### Floorplan with the power grid, run 1

Scale: 4 px per µm. Pins as bars on the die edge.
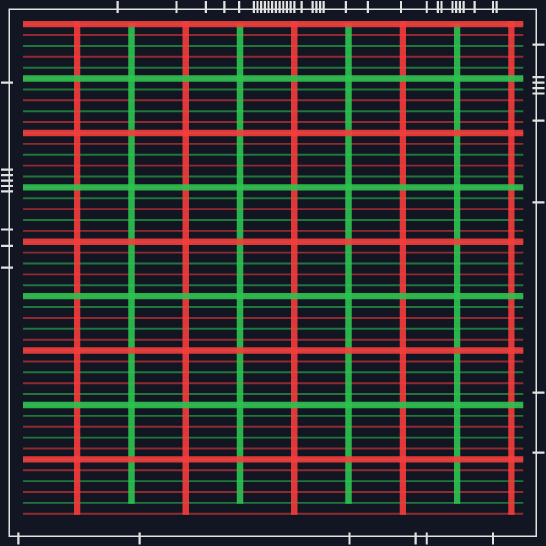
### Local utilization, run 1

Scale: 2 px per µm. 13 x 13 tiles, from white (low) to dark blue (high), 0 to 100% covered.
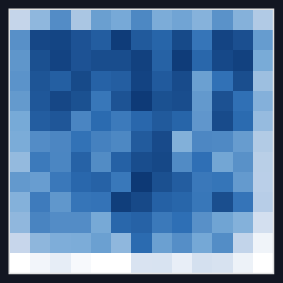
### Routing congestion map, run 1

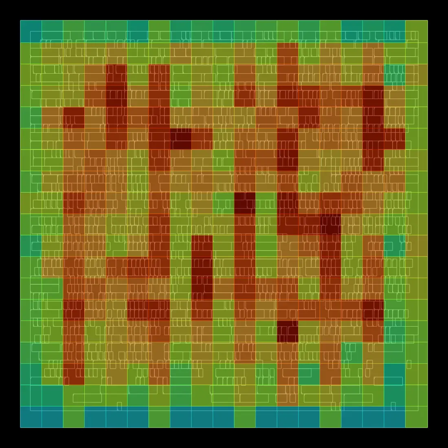
[config.mk]
export PLATFORM = sky130hd
export DESIGN_NAME = player_grid_move
export DESIGN_NICKNAME = d
export VERILOG_FILES = /design/src/rtl/player_pkg.sv /design/src/rtl/bomb_req_handshake.sv /design/src/rtl/player_grid_move.sv
export SDC_FILE = /design/constraint.sdc
export NUM_CORES = 1
export LEC_CHECK = 0
export ABC_AREA = 1
export CAP_MARGIN = 20
export CORE_MARGIN = 3
export CORE_UTILIZATION = 65
export DETAILED_ROUTE_END_ITERATION = 10
export PLACE_DENSITY = 0.86
export SYNTH_ARGS = -nofsm -noshare
export SYNTH_HDL_FRONTEND = slang
export SYNTH_SLANG_ARGS = --single-unit
[constraint.sdc]
create_clock -name clk -period 4.4 [get_ports clk]
set_clock_uncertainty 0.15 [all_clocks]
set_input_delay 0.44 -clock clk [delete_from_list [all_inputs] [get_ports clk]]
set_output_delay 0.44 -clock clk [all_outputs]
set_load 0.05 [all_outputs]
[src/rtl/player_pkg.sv]
`default_nettype none
// +--------------------------------------------------------------------------+
// | Module   : player_pkg                                                    |
// | Purpose  : Shared types, arena constants and the tile-snap helper used   |
// |            by the player mover, the bomb manager and the sprite logic.   |
// | Contents : dir_t (facing encoding), move_state_t (mover FSM states),     |
// |            ARENA_* constants, snap_to_tile().                            |
// | Revision : 1.0 - initial release                                         |
// +--------------------------------------------------------------------------+
package player_pkg;

  // Facing encoding as seen on the 'facing' output.
  typedef enum logic [1:0] {
    UP    = 2'd0,
    DOWN  = 2'd1,
    LEFT  = 2'd2,
    RIGHT = 2'd3
  } dir_t;

  typedef enum logic [1:0] {
    IDLE  = 2'd0,
    RUN   = 2'd1,
    LIMIT = 2'd2
  } move_state_t;

  // Arena geometry in pixels (top-left corner limits of a sprite).
  localparam int ARENA_TILE_SIZE = 32;
  localparam int ARENA_OBJ_SIZE  = 32;
  localparam int ARENA_X_MIN     = 32;
  localparam int ARENA_X_MAX     = 448;
  localparam int ARENA_Y_MIN     = 32;
  localparam int ARENA_Y_MAX     = 416;

  // Tile containing the sprite centre, returned as that tile's top-left.
  // tile must be a power of two, so division/multiply reduce to a mask.
  function automatic logic signed [10:0] snap_to_tile(
    input logic signed [10:0] pos,
    input int                 half_obj,
    input int                 tile
  );
    logic signed [10:0] w_sum;
    w_sum = pos + 11'(half_obj);
    return w_sum & ~11'(tile - 1);
  endfunction

endpackage
`default_nettype wire

[src/rtl/bomb_req_handshake.sv]
`default_nettype none
// +--------------------------------------------------------------------------+
// | Module   : bomb_req_handshake                                            |
// | Purpose  : Captures tile-snapped bomb coordinates on a placement request |
// |            and offers them to the bomb manager over valid/ready.         |
// | Ports    : clk, resetN (async, active-low)                               |
// |            i_place_bomb  - placement request (pulse or level)            |
// |            i_bomb_ready  - consumer accepts coordinates                  |
// |            i_pos_x/y     - current sprite top-left, pixels               |
// |            o_bomb_valid  - coordinates on o_bomb_x/y are valid           |
// |            o_bomb_x/y    - tile-aligned bomb coordinates                 |
// | Revision : 1.0 - initial release                                         |
// +--------------------------------------------------------------------------+
module bomb_req_handshake
  import player_pkg::*;
#(
  parameter int OBJ_SIZE  = ARENA_OBJ_SIZE,
  parameter int TILE_SIZE = ARENA_TILE_SIZE
) (
  input  logic               clk,
  input  logic               resetN,
  input  logic               i_place_bomb,
  input  logic               i_bomb_ready,
  input  logic signed [10:0] i_pos_x,
  input  logic signed [10:0] i_pos_y,
  output logic               o_bomb_valid,
  output logic signed [10:0] o_bomb_x,
  output logic signed [10:0] o_bomb_y
);

  logic               r_valid;
  logic signed [10:0] r_bomb_x;
  logic signed [10:0] r_bomb_y;

  // Coordinates only load while idle, so they stay frozen for the whole
  // time valid is high; requests during that window are dropped.
  always_ff @(posedge clk or negedge resetN) begin
    if (!resetN) begin
      r_valid  <= 1'b0;
      r_bomb_x <= '0;
      r_bomb_y <= '0;
    end else if (!r_valid) begin
      if (i_place_bomb) begin
        r_valid  <= 1'b1;
        r_bomb_x <= snap_to_tile(i_pos_x, OBJ_SIZE / 2, TILE_SIZE);
        r_bomb_y <= snap_to_tile(i_pos_y, OBJ_SIZE / 2, TILE_SIZE);
      end
    end else if (i_bomb_ready) begin
      r_valid <= 1'b0;
    end
  end

  assign o_bomb_valid = r_valid;
  assign o_bomb_x     = r_bomb_x;
  assign o_bomb_y     = r_bomb_y;

endmodule
`default_nettype wire

[src/rtl/player_grid_move.sv]
`default_nettype none
// +--------------------------------------------------------------------------+
// | Module   : player_grid_move                                              |
// | Purpose  : Key-driven single-axis player mover with arena clamping,      |
// |            collision rollback and bomb-placement handshake.              |
// | Ports    : clk, resetN (async, active-low), startOfFrame (frame pulse),  |
// |            dir_keys [3]up [2]down [1]left [0]right, collision,           |
// |            place_bomb, bomb_ready, boost_pickup;                         |
// |            topLeftX/Y (pixels), facing, bomb_valid, bomb_x/y,            |
// |            boost_active.                                                 |
// | Options  : SPEED_BOOST_EN - boost_pickup doubles the step for            |
// |            BOOST_FRAMES frames; otherwise boost is tied off.             |
// | Revision : 1.0 - initial release                                         |
// +--------------------------------------------------------------------------+
module player_grid_move
  import player_pkg::*;
#(
  parameter int INITIAL_X    = 256,
  parameter int INITIAL_Y    = 256,
  parameter int SPEED        = 128,
  parameter int FP_SHIFT     = 6,
  parameter int OBJ_SIZE     = ARENA_OBJ_SIZE,
  parameter int TILE_SIZE    = ARENA_TILE_SIZE,
  parameter int X_MIN        = ARENA_X_MIN,
  parameter int X_MAX        = ARENA_X_MAX,
  parameter int Y_MIN        = ARENA_Y_MIN,
  parameter int Y_MAX        = ARENA_Y_MAX,
  parameter int BOOST_FRAMES = 150
) (
  input  logic               clk,
  input  logic               resetN,
  input  logic               startOfFrame,
  input  logic [3:0]         dir_keys,
  input  logic               collision,
  input  logic               place_bomb,
  input  logic               bomb_ready,
  input  logic               boost_pickup,
  output logic signed [10:0] topLeftX,
  output logic signed [10:0] topLeftY,
  output logic [1:0]         facing,
  output logic               bomb_valid,
  output logic signed [10:0] bomb_x,
  output logic signed [10:0] bomb_y,
  output logic               boost_active
);

  localparam logic signed [31:0] c_INIT_X_FP = 32'(INITIAL_X * (2 ** FP_SHIFT));
  localparam logic signed [31:0] c_INIT_Y_FP = 32'(INITIAL_Y * (2 ** FP_SHIFT));
  localparam logic signed [31:0] c_X_MIN_FP  = 32'(X_MIN * (2 ** FP_SHIFT));
  localparam logic signed [31:0] c_X_MAX_FP  = 32'(X_MAX * (2 ** FP_SHIFT));
  localparam logic signed [31:0] c_Y_MIN_FP  = 32'(Y_MIN * (2 ** FP_SHIFT));
  localparam logic signed [31:0] c_Y_MAX_FP  = 32'(Y_MAX * (2 ** FP_SHIFT));

  move_state_t        r_state,  w_state_nxt;
  logic signed [31:0] r_pos_x,  w_pos_x_nxt;
  logic signed [31:0] r_pos_y,  w_pos_y_nxt;
  logic signed [31:0] r_prev_x, w_prev_x_nxt;
  logic signed [31:0] r_prev_y, w_prev_y_nxt;
  dir_t               r_facing, w_facing_nxt;
  // Set once this frame's collision has been consumed.
  logic               r_rolled, w_rolled_nxt;

  logic               w_boost;
  logic signed [31:0] w_step;

  // ------------------------------------------------------------ boost
`ifdef SPEED_BOOST_EN
  logic [15:0] r_boost_cnt;

  // A pickup always (re)loads, even on a frame boundary.
  always_ff @(posedge clk or negedge resetN) begin
    if (!resetN) begin
      r_boost_cnt <= '0;
    end else if (boost_pickup) begin
      r_boost_cnt <= 16'(BOOST_FRAMES);
    end else if (startOfFrame && (r_boost_cnt != 16'd0)) begin
      r_boost_cnt <= r_boost_cnt - 16'd1;
    end
  end

  assign w_boost = (r_boost_cnt != 16'd0);
`else
  logic w_unused_boost;
  assign w_unused_boost = boost_pickup ^ (BOOST_FRAMES != 0);
  assign w_boost        = 1'b0;
`endif

  assign w_step = w_boost ? 32'(2 * SPEED) : 32'(SPEED);

  // ------------------------------------------------------------ FSM
  always_ff @(posedge clk or negedge resetN) begin
    if (!resetN) begin
      r_state  <= IDLE;
      r_pos_x  <= c_INIT_X_FP;
      r_pos_y  <= c_INIT_Y_FP;
      r_prev_x <= c_INIT_X_FP;
      r_prev_y <= c_INIT_Y_FP;
      r_facing <= DOWN;
      r_rolled <= 1'b0;
    end else begin
      r_state  <= w_state_nxt;
      r_pos_x  <= w_pos_x_nxt;
      r_pos_y  <= w_pos_y_nxt;
      r_prev_x <= w_prev_x_nxt;
      r_prev_y <= w_prev_y_nxt;
      r_facing <= w_facing_nxt;
      r_rolled <= w_rolled_nxt;
    end
  end

  always_comb begin
    w_state_nxt  = r_state;
    w_pos_x_nxt  = r_pos_x;
    w_pos_y_nxt  = r_pos_y;
    w_prev_x_nxt = r_prev_x;
    w_prev_y_nxt = r_prev_y;
    w_facing_nxt = r_facing;
    w_rolled_nxt = r_rolled;

    case (r_state)
      IDLE: begin
        if (startOfFrame) w_state_nxt = RUN;
      end

      RUN: begin
        if (startOfFrame && collision) begin
          // Rollback beats the step; this counts as the new frame's
          // one collision, so later collision cycles are ignored.
          w_pos_x_nxt  = r_prev_x;
          w_pos_y_nxt  = r_prev_y;
          w_rolled_nxt = 1'b1;
        end else if (startOfFrame) begin
          w_prev_x_nxt = r_pos_x;
          w_prev_y_nxt = r_pos_y;
          w_rolled_nxt = 1'b0;
          w_state_nxt  = LIMIT;
          if (dir_keys[3]) begin
            w_pos_y_nxt  = r_pos_y - w_step;
            w_facing_nxt = UP;
          end else if (dir_keys[2]) begin
            w_pos_y_nxt  = r_pos_y + w_step;
            w_facing_nxt = DOWN;
          end else if (dir_keys[1]) begin
            w_pos_x_nxt  = r_pos_x - w_step;
            w_facing_nxt = LEFT;
          end else if (dir_keys[0]) begin
            w_pos_x_nxt  = r_pos_x + w_step;
            w_facing_nxt = RIGHT;
          end
        end else if (collision && !r_rolled) begin
          w_pos_x_nxt  = r_prev_x;
          w_pos_y_nxt  = r_prev_y;
          w_rolled_nxt = 1'b1;
        end
      end

      LIMIT: begin
        if (r_pos_x < c_X_MIN_FP)      w_pos_x_nxt = c_X_MIN_FP;
        else if (r_pos_x > c_X_MAX_FP) w_pos_x_nxt = c_X_MAX_FP;
        if (r_pos_y < c_Y_MIN_FP)      w_pos_y_nxt = c_Y_MIN_FP;
        else if (r_pos_y > c_Y_MAX_FP) w_pos_y_nxt = c_Y_MAX_FP;
        w_state_nxt = RUN;
      end

      default: w_state_nxt = IDLE;
    endcase
  end

  // Integer pixel part of the fixed-point position.
  assign topLeftX     = r_pos_x[FP_SHIFT +: 11];
  assign topLeftY     = r_pos_y[FP_SHIFT +: 11];
  assign facing       = r_facing;
  assign boost_active = w_boost;

  // ------------------------------------------------------------ bomb
  bomb_req_handshake #(
    .OBJ_SIZE  (OBJ_SIZE),
    .TILE_SIZE (TILE_SIZE)
  ) u_bomb_req (
    .clk          (clk),
    .resetN       (resetN),
    .i_place_bomb (place_bomb),
    .i_bomb_ready (bomb_ready),
    .i_pos_x      (topLeftX),
    .i_pos_y      (topLeftY),
    .o_bomb_valid (bomb_valid),
    .o_bomb_x     (bomb_x),
    .o_bomb_y     (bomb_y)
  );

endmodule
`default_nettype wire
==> flow_results.xml, run 1 <==
<?xml version="1.0" encoding="UTF-8"?>
<metrics>
  <group name="run_status">
    <metric name="status" unit="">finished, violations left</metric>
    <metric name="violations_in_the_final_reports" unit="">negative hold slack</metric>
  </group>
  <group name="synthesis">
    <metric name="post_synth_most_frequent_cells" unit="">543 x sky130_fd_sc_hd__nand2_1, 175 x sky130_fd_sc_hd__inv_1, 141 x sky130_fd_sc_hd__dfrtp_1, 129 x sky130_fd_sc_hd__nor2_1, 96 x sky130_fd_sc_hd__nand3_1</metric>
    <metric name="synth-edff-count" unit="">0</metric>
    <metric name="ff_type" unit="">sky130_fd_sc_hd__dfrtp_1</metric>
    <metric name="synth_dominant_cell_count" unit="">sky130_fd_sc_hd__nand2_1</metric>
    <metric name="synth_seq_share" unit="%">35.8</metric>
    <metric name="yosysTopAreaCell" unit="">sky130_fd_sc_hd__dfrtp_1</metric>
    <metric name="yosys.cell_types.count" unit="">46</metric>
    <metric name="mappedNetlistArea" unit="µm²">10200</metric>
    <metric name="post_synthesis_async_set_or_reset_flop_share" unit="%">100</metric>
  </group>
  <group name="setup_path">
    <metric name="timing.critical_path.buf_inv" unit="">2</metric>
    <metric name="ff2ff_setup_slack" unit="ns">1.92</metric>
    <metric name="worstPathMaxFanout" unit="">16</metric>
    <metric name="crit_family" unit="">simple AND/OR/NAND/NOR gates</metric>
    <metric name="worst-endpoint-required" unit="ns">4.57</metric>
    <metric name="data_arrival_time_at_the_worst_slack_endpoint" unit="ns">3.16</metric>
    <metric name="timing.critical_path.mode_cell" unit="">sky130_fd_sc_hd__nand2_1</metric>
    <metric name="crit-reg2reg-capture" unit="">r_prev_x[21]</metric>
    <metric name="critical_path_endpoint" unit="">r_pos_y[13]</metric>
    <metric name="timing.critical_path.from_type" unit="">input pin</metric>
  </group>
  <group name="timing">
    <metric name="worst_hold_slack" unit="ns">-0.0497</metric>
    <metric name="timing.fmax" unit="GHz">0.334</metric>
    <metric name="maxSlewHeadroom" unit="%">35.4</metric>
    <metric name="report.final.hold_viol_count" unit="">27</metric>
    <metric name="setup_ws" unit="ns">1.41</metric>
    <metric name="maxSlewViolCount" unit="">0</metric>
  </group>
  <group name="die">
    <metric name="chip_footprint" unit="µm²">17300</metric>
    <metric name="num_rows" unit="">45</metric>
    <metric name="io_pins" unit="">59</metric>
  </group>
  <group name="route">
    <metric name="vias" unit="">9533</metric>
    <metric name="detailroute.wirelength.met2" unit="µm">12600</metric>
    <metric name="iter_0_drt_violations" unit="">767</metric>
    <metric name="route.top_layer_used" unit="">met4</metric>
    <metric name="via_per_inst" unit="">5.52</metric>
    <metric name="detail_route.drc_violations" unit="">0</metric>
    <metric name="drt_wl_total" unit="µm">26100</metric>
    <metric name="met3_length" unit="µm">1650</metric>
  </group>
  <group name="power_and_ir_drop">
    <metric name="switching_power" unit="W">0.00414</metric>
    <metric name="internal_power" unit="W">0.00412</metric>
    <metric name="seq_power_share" unit="%">29.0</metric>
    <metric name="maxPowerGroup" unit="">combinational cells</metric>
    <metric name="swShare" unit="%">50.2</metric>
    <metric name="comb_power_share" unit="%">53.6</metric>
    <metric name="power.leakage" unit="nW">5.91</metric>
    <metric name="power_of_the_clock_network" unit="W">0.00144</metric>
  </group>
  <group name="finish">
    <metric name="area.growth.synth_to_final" unit="%">9.39</metric>
    <metric name="combGateArea" unit="µm²">5460</metric>
    <metric name="most_common_library_cell_in_the_layout_ignoring_fill_and_taps" unit="">sky130_fd_sc_hd__nand2_1</metric>
    <metric name="seq-cell-share" unit="%">32.7</metric>
    <metric name="comb_share" unit="%">48.8</metric>
    <metric name="top_area_cell_class" unit="">multi-input combinational cells</metric>
    <metric name="stdcell_area" unit="µm²">11200</metric>
    <metric name="area_share_clock_buf_inv" unit="%">5.27</metric>
    <metric name="nMultiInputCombCells" unit="">1100</metric>
    <metric name="n_fill_cell" unit="">1229</metric>
    <metric name="nFlopsAndLatches" unit="">146</metric>
    <metric name="ff_latch_area" unit="µm²">3660</metric>
  </group>
  <group name="cts">
    <metric name="numCtsBuffers" unit="">17</metric>
    <metric name="numClockSinks" unit="">146</metric>
    <metric name="cts.root.buffer_cell" unit="">sky130_fd_sc_hd__clkbuf_16</metric>
    <metric name="tritoncts_clock_tree" unit="">done</metric>
    <metric name="post_cts_hold_buffers" unit="">0</metric>
  </group>
  <group name="flow_run">
    <metric name="drv_cap" unit="">0</metric>
  </group>
  <group name="global_route">
    <metric name="antenna_violations_before_repair" unit="">0</metric>
    <metric name="grt_max_degree" unit="">105</metric>
    <metric name="globalRouteMet2Util" unit="%">51.3</metric>
    <metric name="met1_layer_usage_reported_by_global_route" unit="%">39.8</metric>
    <metric name="grt_busiest_layer" unit="">met2</metric>
    <metric name="first_global_vias" unit="">9208</metric>
  </group>
  <group name="placed_design">
    <metric name="post_placement_setup_slack" unit="ns">1.07</metric>
    <metric name="placement.cell_area" unit="µm²">10600</metric>
    <metric name="number_of_placed_instances_taps_included" unit="">1695</metric>
  </group>
  <group name="hold_path">
    <metric name="worstHoldPathType" unit="">in2async</metric>
  </group>
</metrics>
Notes on 'Floorplan with the power grid' above:
VDD: drawn in green. VSS: drawn in red.
9 straps on met5. 46 met1 rails follow the rows.
Die Span X: 131 µm
Die Span Y: 131 µm
IR drop worst, VDD: 0.537 mV
placeable core region: 15300 µm²

Notes on 'Local utilization' above:
The mean over all tiles is 63%. 2.4% of the tiles are nearly empty. The fullest tile reaches 97%. 39% of the tiles are over 75% full.

Notes on 'Routing congestion map' above:
Global Route Usage Sum: 30.7%
average routed wire per standard cell: 15.1 µm

==> run 1: kinds of logic after synthesis <==
kind of cell,Yosys count,synth area share (%)
AOI/OAI and AO/OA,170,9.61
xor gates and xnor gates,27,2.31
adders and majority gates,53,6.64
buffers and inverters,249,11.2
DFF,146,35.8
muxes,2,0.220
other,1,0.0367
and+or+nand+nor,837,34.2
==> run 1: worst reg2reg max path: cells and delay by family, from the launching register on <==
kind	cells	cell delay, ns
buffers and inverters	4	1.34
AND/OR/NAND/NOR	2	0.23
adder cells (fa/ha/maj)	1	0.21
flip-flops	1	0.35
AND-OR/OR-AND	1	0.12
==> run 2: changes to the inputs <==
CORE_UTILIZATION = 61   (was 65)
PLACE_DENSITY = 0.81   (was 0.86)
clock period = 3.1 ns   (was 4.4 ns; I/O delays follow)
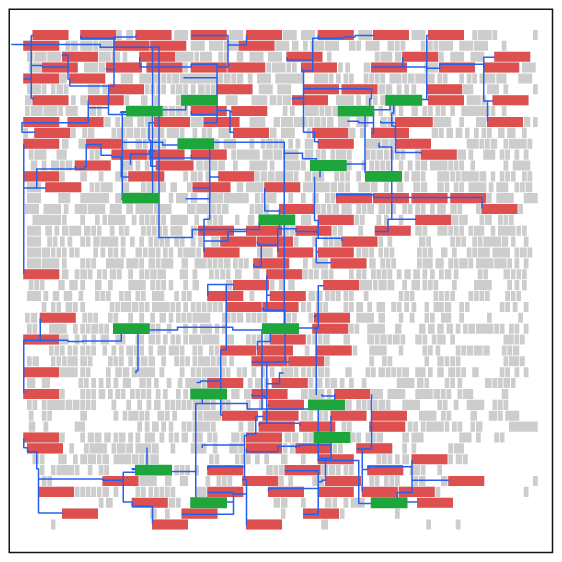
*Clock wires, drivers and flops, run 2*
Scale: 4 px per µm.
cells driving clock nets: drawn in green, count 17. clock wires: drawn in blue, length 1870 µm. flip-flops: drawn in red, count 146.
There are 18 routed clock nets. Position of the flops: spread over the die.
power of the clock network: 0.00207 W
clock latency of the later-clocked register in the worst-skew pair: 0.44 ns

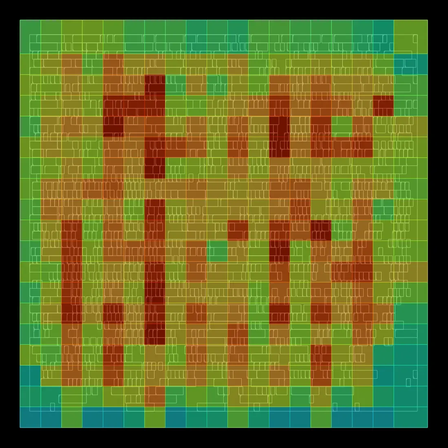
*Routing congestion map, run 2*
most crowded layer after global routing: met2
average routed wire per standard cell: 14.7 µm

==> run 2 against run 1 <==
Compared with the run above:
- hold slack better by 0.34 ns
- first-iteration DRC count is 20% lower
- critical endpoint unchanged
- synthesized cell count stayed put
- power is 41% higher
- critical path depth is 1 higher
- combinational power is about 40% higher
- critical path type unchanged
- count of clock-buffer cells in the layout stayed put
- the run now ends clean
- synthesized area stayed put
- largest cell class unchanged
==> flow_results.xml, run 2 <==
<?xml version="1.0" encoding="UTF-8"?>
<metrics>
  <group name="run_status">
    <metric name="status" unit="">complete, no violations</metric>
  </group>
  <group name="cts">
    <metric name="cts_resized" unit="">0</metric>
    <metric name="post_cts_hold_buffers" unit="">1</metric>
    <metric name="tritoncts_clock_tree" unit="">done</metric>
    <metric name="numClockSinks" unit="">146</metric>
    <metric name="cts.root.buffer_cell" unit="">sky130_fd_sc_hd__clkbuf_16</metric>
  </group>
  <group name="finish">
    <metric name="top_area_cell_class" unit="">multi-input combinational cells</metric>
    <metric name="ff_latch_area" unit="µm²">3660</metric>
    <metric name="comb_share" unit="%">48.4</metric>
    <metric name="n_fill_cell" unit="">1380</metric>
    <metric name="seq-cell-share" unit="%">32.5</metric>
    <metric name="combGateArea" unit="µm²">5460</metric>
    <metric name="nMultiInputCombCells" unit="">1100</metric>
    <metric name="area_share_clock_buf_inv" unit="%">5.27</metric>
    <metric name="stdcell_area" unit="µm²">11300</metric>
    <metric name="area.growth.synth_to_final" unit="%">10.3</metric>
    <metric name="nFlopsAndLatches" unit="">146</metric>
  </group>
  <group name="power_and_ir_drop">
    <metric name="power.leakage" unit="nW">5.97</metric>
    <metric name="worst_ir_drop_vdd" unit="mV">0.643</metric>
    <metric name="power_per_cell_area" unit="nW/µm²">1040</metric>
  </group>
  <group name="setup_path">
    <metric name="timing.critical_path.mode_cell" unit="">sky130_fd_sc_hd__nand2_1</metric>
    <metric name="crit-reg2reg-capture" unit="">r_pos_y[13]</metric>
    <metric name="worstPathMaxFanout" unit="">27</metric>
    <metric name="critical_path_endpoint" unit="">r_pos_y[13]</metric>
    <metric name="worst-endpoint-required" unit="ns">3.26</metric>
    <metric name="data_arrival_time_at_the_worst_slack_endpoint" unit="ns">2.51</metric>
    <metric name="ff2ff_setup_slack" unit="ns">0.79</metric>
  </group>
  <group name="global_route">
    <metric name="antenna_violations_before_repair" unit="">0</metric>
    <metric name="first_global_vias" unit="">9014</metric>
    <metric name="globalRouteMet2Util" unit="%">49.1</metric>
    <metric name="grt_max_degree" unit="">89</metric>
    <metric name="met1_layer_usage_reported_by_global_route" unit="%">37.0</metric>
  </group>
  <group name="hold_path">
    <metric name="worstHoldPathType" unit="">in2reg</metric>
  </group>
  <group name="placed_design">
    <metric name="post_placement_setup_slack" unit="ns">0.333</metric>
    <metric name="number_of_placed_instances_taps_included" unit="">1705</metric>
    <metric name="placement.cell_area" unit="µm²">10700</metric>
  </group>
  <group name="die">
    <metric name="fp.dieH" unit="µm">135</metric>
    <metric name="io_pins" unit="">59</metric>
    <metric name="num_rows" unit="">46</metric>
    <metric name="placeable_core_region" unit="µm²">16100</metric>
    <metric name="chip_footprint" unit="µm²">18300</metric>
  </group>
  <group name="timing">
    <metric name="timing.fmax" unit="GHz">0.425</metric>
    <metric name="maxSlewViolCount" unit="">0</metric>
    <metric name="setup_ws" unit="ns">0.748</metric>
    <metric name="maxSlewHeadroom" unit="%">47.4</metric>
    <metric name="report.final.hold_viol_count" unit="">0</metric>
    <metric name="final_setup_violations" unit="">0</metric>
  </group>
  <group name="synthesis">
    <metric name="synth_dominant_cell_count" unit="">sky130_fd_sc_hd__nand2_1</metric>
    <metric name="yosysTopAreaCell" unit="">sky130_fd_sc_hd__dfrtp_1</metric>
    <metric name="synth-edff-count" unit="">0</metric>
    <metric name="synth_seq_share" unit="%">35.8</metric>
    <metric name="post_synth_most_frequent_cells" unit="">543 x sky130_fd_sc_hd__nand2_1, 175 x sky130_fd_sc_hd__inv_1, 141 x sky130_fd_sc_hd__dfrtp_1, 129 x sky130_fd_sc_hd__nor2_1, 96 x sky130_fd_sc_hd__nand3_1</metric>
    <metric name="yosys.cell_types.count" unit="">46</metric>
    <metric name="mappedNetlistArea" unit="µm²">10200</metric>
    <metric name="post_synthesis_async_set_or_reset_flop_share" unit="%">100</metric>
  </group>
  <group name="flow_run">
    <metric name="drv_cap" unit="">0</metric>
  </group>
  <group name="route">
    <metric name="drtPass1Iterations" unit="">5</metric>
    <metric name="via_per_inst" unit="">5.38</metric>
    <metric name="route.top_layer_used" unit="">met4</metric>
    <metric name="vias" unit="">9342</metric>
    <metric name="drt_wl_total" unit="µm">25500</metric>
    <metric name="detail_route.drc_violations" unit="">0</metric>
    <metric name="iter_0_drt_violations" unit="">614</metric>
  </group>
</metrics>
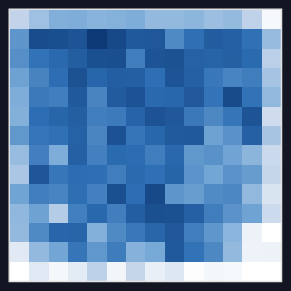
*Local utilization, run 2*
Scale: 2 px per µm. 14 x 14 tiles, from white (low) to dark blue (high), 0 to 100% covered.
2.6% of the tiles are nearly empty. The fullest tile reaches 96%. The emptiest ninth of the die: lower right.
FP Core Util: 63.4%
fraction of the core area covered by cells at the end of the flow: 70.0%

run 2: power breakdown:
part | total [W] | internal [W] | switching (W)
combinational | 0.00621 | 0.00207 | 0.00414
clock | 0.00207 | 0.00115 | 0.000920
sequential | 0.00339 | 0.00271 | 0.000681
run 2: worst max-delay path: cells and delay by family:
| kind | cells | cell delay [ns] |
|---|---|---|
| simple gates | 9 | 0.97 |
| buf+inv | 3 | 0.69 |
| fa+ha+maj | 1 | 0.44 |
| compound gates | 1 | 0.08 |
run 2: logic make-up (layout without fill, tap and decap cells):
logic type	Yosys count	after routing	share of synthesized area [%]
mux	2	2	0.220
compound gates	170	170	9.61
buf+inv	249	276	11.2
other cells	1	11	0.0367
fa+ha+maj	53	53	6.64
xor+xnor	27	27	2.31
simple gates	837	837	34.2
flops	146	146	35.8
==> run 3: changes to the inputs <==
clock period = 2.34 ns   (was 3.1 ns; I/O delays follow)
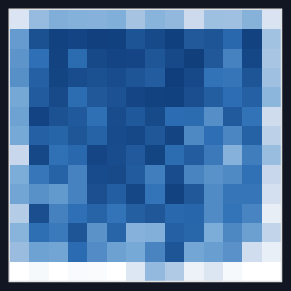
*Local utilization, run 3*
Scale: 2 px per µm. 14 x 14 tiles, from white (low) to dark blue (high), 0 to 100% covered.
The mean over all tiles is 65%. The fullest tile reaches 95%. The emptiest ninth of the die: lower right. 2.6% of the tiles are nearly empty. 47% of the tiles are over 75% full.
fraction of the core area covered by cells at the end of the flow: 75.7%
placeable core region: 16100 µm²

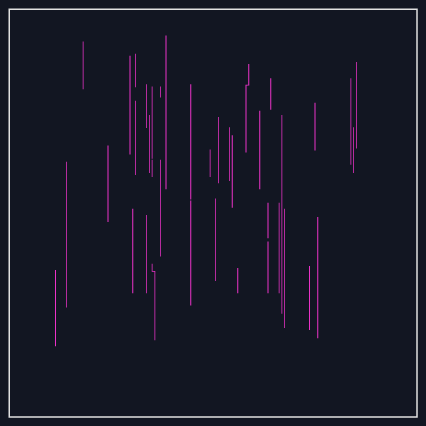
*The metal 4 layer, run 3*
Scale: 3 px per µm.
The longest straight run is 66.0 µm. The wires run mostly vertical.

==> run 3 against run 2 <==
Compared with the run above:
- non-clock buffer count rose by 112
- largest power group unchanged
- synthesized area did not move
- core utilization rose by 5.7 points
- routed wire length rose by 12%
- combinational power rose by 57%
- clock power rose by 31%
- sequential share of layout area fell by 2.5 points
- largest cell class unchanged
- count of clock-buffer cells in the layout rose by 1
==> flow_results.xml, run 3 <==
<?xml version="1.0" encoding="UTF-8"?>
<metrics>
  <group name="run_status">
    <metric name="status" unit="">complete, no violations</metric>
  </group>
  <group name="setup_path">
    <metric name="timing.critical_path.mode_cell" unit="">sky130_fd_sc_hd__nand2_1</metric>
    <metric name="timing.critical_path.from_type" unit="">flop</metric>
    <metric name="timing.rr.start" unit="">r_pos_x[14]</metric>
    <metric name="worstPathMaxFanout" unit="">5</metric>
    <metric name="critical_path_endpoint" unit="">r_pos_x[16]</metric>
    <metric name="worst-endpoint-required" unit="ns">2.52</metric>
    <metric name="data_arrival_time_at_the_worst_slack_endpoint" unit="ns">2.43</metric>
    <metric name="cp.depth" unit="">9</metric>
    <metric name="ff2ff_setup_slack" unit="ns">0.09</metric>
    <metric name="timing.critical_path.buf_inv" unit="">1</metric>
  </group>
  <group name="synthesis">
    <metric name="synth-simple-area-share" unit="%">34.2</metric>
    <metric name="mux_area_share" unit="%">0.220</metric>
    <metric name="synth_area_per_cell" unit="µm²">6.88</metric>
    <metric name="synth-edff-count" unit="">0</metric>
    <metric name="synth_seq_share" unit="%">35.8</metric>
    <metric name="netlist_logic_family_top" unit="">simple AND/OR/NAND/NOR gates</metric>
    <metric name="synth_dominant_cell_count" unit="">sky130_fd_sc_hd__nand2_1</metric>
    <metric name="post_synthesis_async_set_or_reset_flop_share" unit="%">100</metric>
    <metric name="yosys.stat.chipArea" unit="µm²">10200</metric>
    <metric name="ff_type" unit="">sky130_fd_sc_hd__dfrtp_1</metric>
    <metric name="synth.cellmix.compoundShare" unit="%">9.61</metric>
    <metric name="yosysTopAreaCell" unit="">sky130_fd_sc_hd__dfrtp_1</metric>
    <metric name="mappedNetlistArea" unit="µm²">10200</metric>
    <metric name="synth-xor-area-share" unit="%">2.31</metric>
    <metric name="post_synth_fa_ha_maj_area_fraction" unit="%">6.64</metric>
  </group>
  <group name="route">
    <metric name="detail_route.drc_violations" unit="">0</metric>
    <metric name="vias" unit="">10200</metric>
    <metric name="via_per_inst" unit="">5.51</metric>
    <metric name="drt_wl_total" unit="µm">28500</metric>
    <metric name="wl_per_cell" unit="µm">15.4</metric>
    <metric name="iter_0_drt_violations" unit="">784</metric>
    <metric name="drtPass1Iterations" unit="">6</metric>
  </group>
  <group name="timing">
    <metric name="worst_hold_slack" unit="ns">0.183</metric>
    <metric name="setup_ws" unit="ns">0.0871</metric>
    <metric name="report.final.hold_viol_count" unit="">0</metric>
    <metric name="setup_tns" unit="ns">0</metric>
    <metric name="final_setup_violations" unit="">0</metric>
    <metric name="maxSlewViolCount" unit="">0</metric>
    <metric name="maxSlewHeadroom" unit="%">65.8</metric>
    <metric name="timing.fmax" unit="GHz">0.444</metric>
  </group>
  <group name="placed_design">
    <metric name="placement.cell_area" unit="µm²">11600</metric>
    <metric name="post_placement_setup_slack" unit="ns">-0.272</metric>
    <metric name="number_of_placed_instances_taps_included" unit="">1816</metric>
  </group>
  <group name="die">
    <metric name="fp.dieH" unit="µm">135</metric>
    <metric name="num_rows" unit="">46</metric>
    <metric name="fp.dieW" unit="µm">135</metric>
    <metric name="fp-utilization" unit="%">63.4</metric>
    <metric name="chip_footprint" unit="µm²">18300</metric>
  </group>
  <group name="finish">
    <metric name="n_fill_cell" unit="">1240</metric>
    <metric name="most_common_library_cell_in_the_layout_ignoring_fill_and_taps" unit="">sky130_fd_sc_hd__nand2_1</metric>
    <metric name="combGateArea" unit="µm²">5470</metric>
    <metric name="seq-cell-share" unit="%">30.0</metric>
    <metric name="nFlopsAndLatches" unit="">146</metric>
    <metric name="stdcell_area" unit="µm²">12200</metric>
    <metric name="ff_latch_area" unit="µm²">3660</metric>
    <metric name="top_area_cell_class" unit="">multi-input combinational cells</metric>
    <metric name="nMultiInputCombCells" unit="">1100</metric>
    <metric name="comb_share" unit="%">44.9</metric>
    <metric name="area.growth.synth_to_final" unit="%">19.4</metric>
    <metric name="area_share_clock_buf_inv" unit="%">4.78</metric>
  </group>
  <group name="global_route">
    <metric name="grt_max_degree" unit="">90</metric>
    <metric name="first_global_vias" unit="">9900</metric>
    <metric name="grt_util_all_layers" unit="%">31.7</metric>
  </group>
  <group name="cts">
    <metric name="numClockSinks" unit="">146</metric>
    <metric name="cts.root.buffer_cell" unit="">sky130_fd_sc_hd__clkbuf_16</metric>
    <metric name="numCtsBuffers" unit="">17</metric>
  </group>
  <group name="hold_path">
    <metric name="worstHoldPathType" unit="">in2async</metric>
  </group>
  <group name="flow_run">
    <metric name="drv_cap" unit="">0</metric>
  </group>
  <group name="power_and_ir_drop">
    <metric name="power.leakage" unit="nW">6.54</metric>
    <metric name="power_per_cell_area" unit="nW/µm²">1390</metric>
    <metric name="worst_ir_drop_vdd" unit="mV">0.896</metric>
  </group>
</metrics>
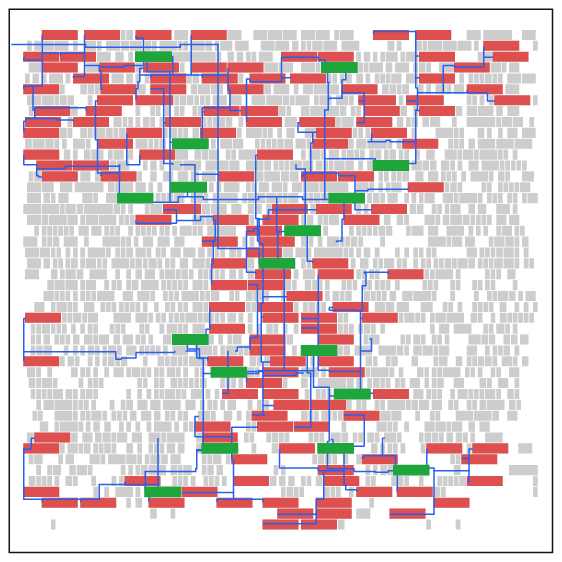
*Clock wires, drivers and flops, run 3*
Scale: 4 px per µm.
cells driving clock nets: drawn in green, count 17. flip-flops: drawn in red, count 146. clock wires: drawn in blue, length 1860 µm.
Position of the flops: spread over the die. There are 18 routed clock nets.
clock latency of the later-clocked register in the worst-skew pair: 0.43 ns
power of the clock network: 0.00271 W
portion of total power attributed to the clock network: 16.0%

## run 3: what timing repair did
action / CTS / global route
hold buffers: 1 / 0
endpoints found under the hold margin: 49 / 0
setup endpoints to repair: 0 / 30
setup buffers: 0 / 1
gates resized: 0 / 7
## run 3: power by group
part	internal (W)	leakage, nW	switching [W]
Clock	0.00152	0.281	0.00118
Sequential	0.00360	1.90	0.000849
Combinational	0.00370	4.36	0.00606
Total	0.00882	6.54	0.00810
## run 3: routing by layer
layer / track usage, % / wire length [µm] / vias to the layer above / share of wire, %
li1: - / - / 4933 / -
met4: 13.3 / 970 / 0 / 3.4
met3: 4.23 / 1480 / 83 / 5.2
met5: 0 / 0 / - / 0
met2: 54.5 / 14200 / 381 / 50
met1: 40.4 / 11800 / 4795 / 42
Power is estimated from default activity; no workload was simulated.
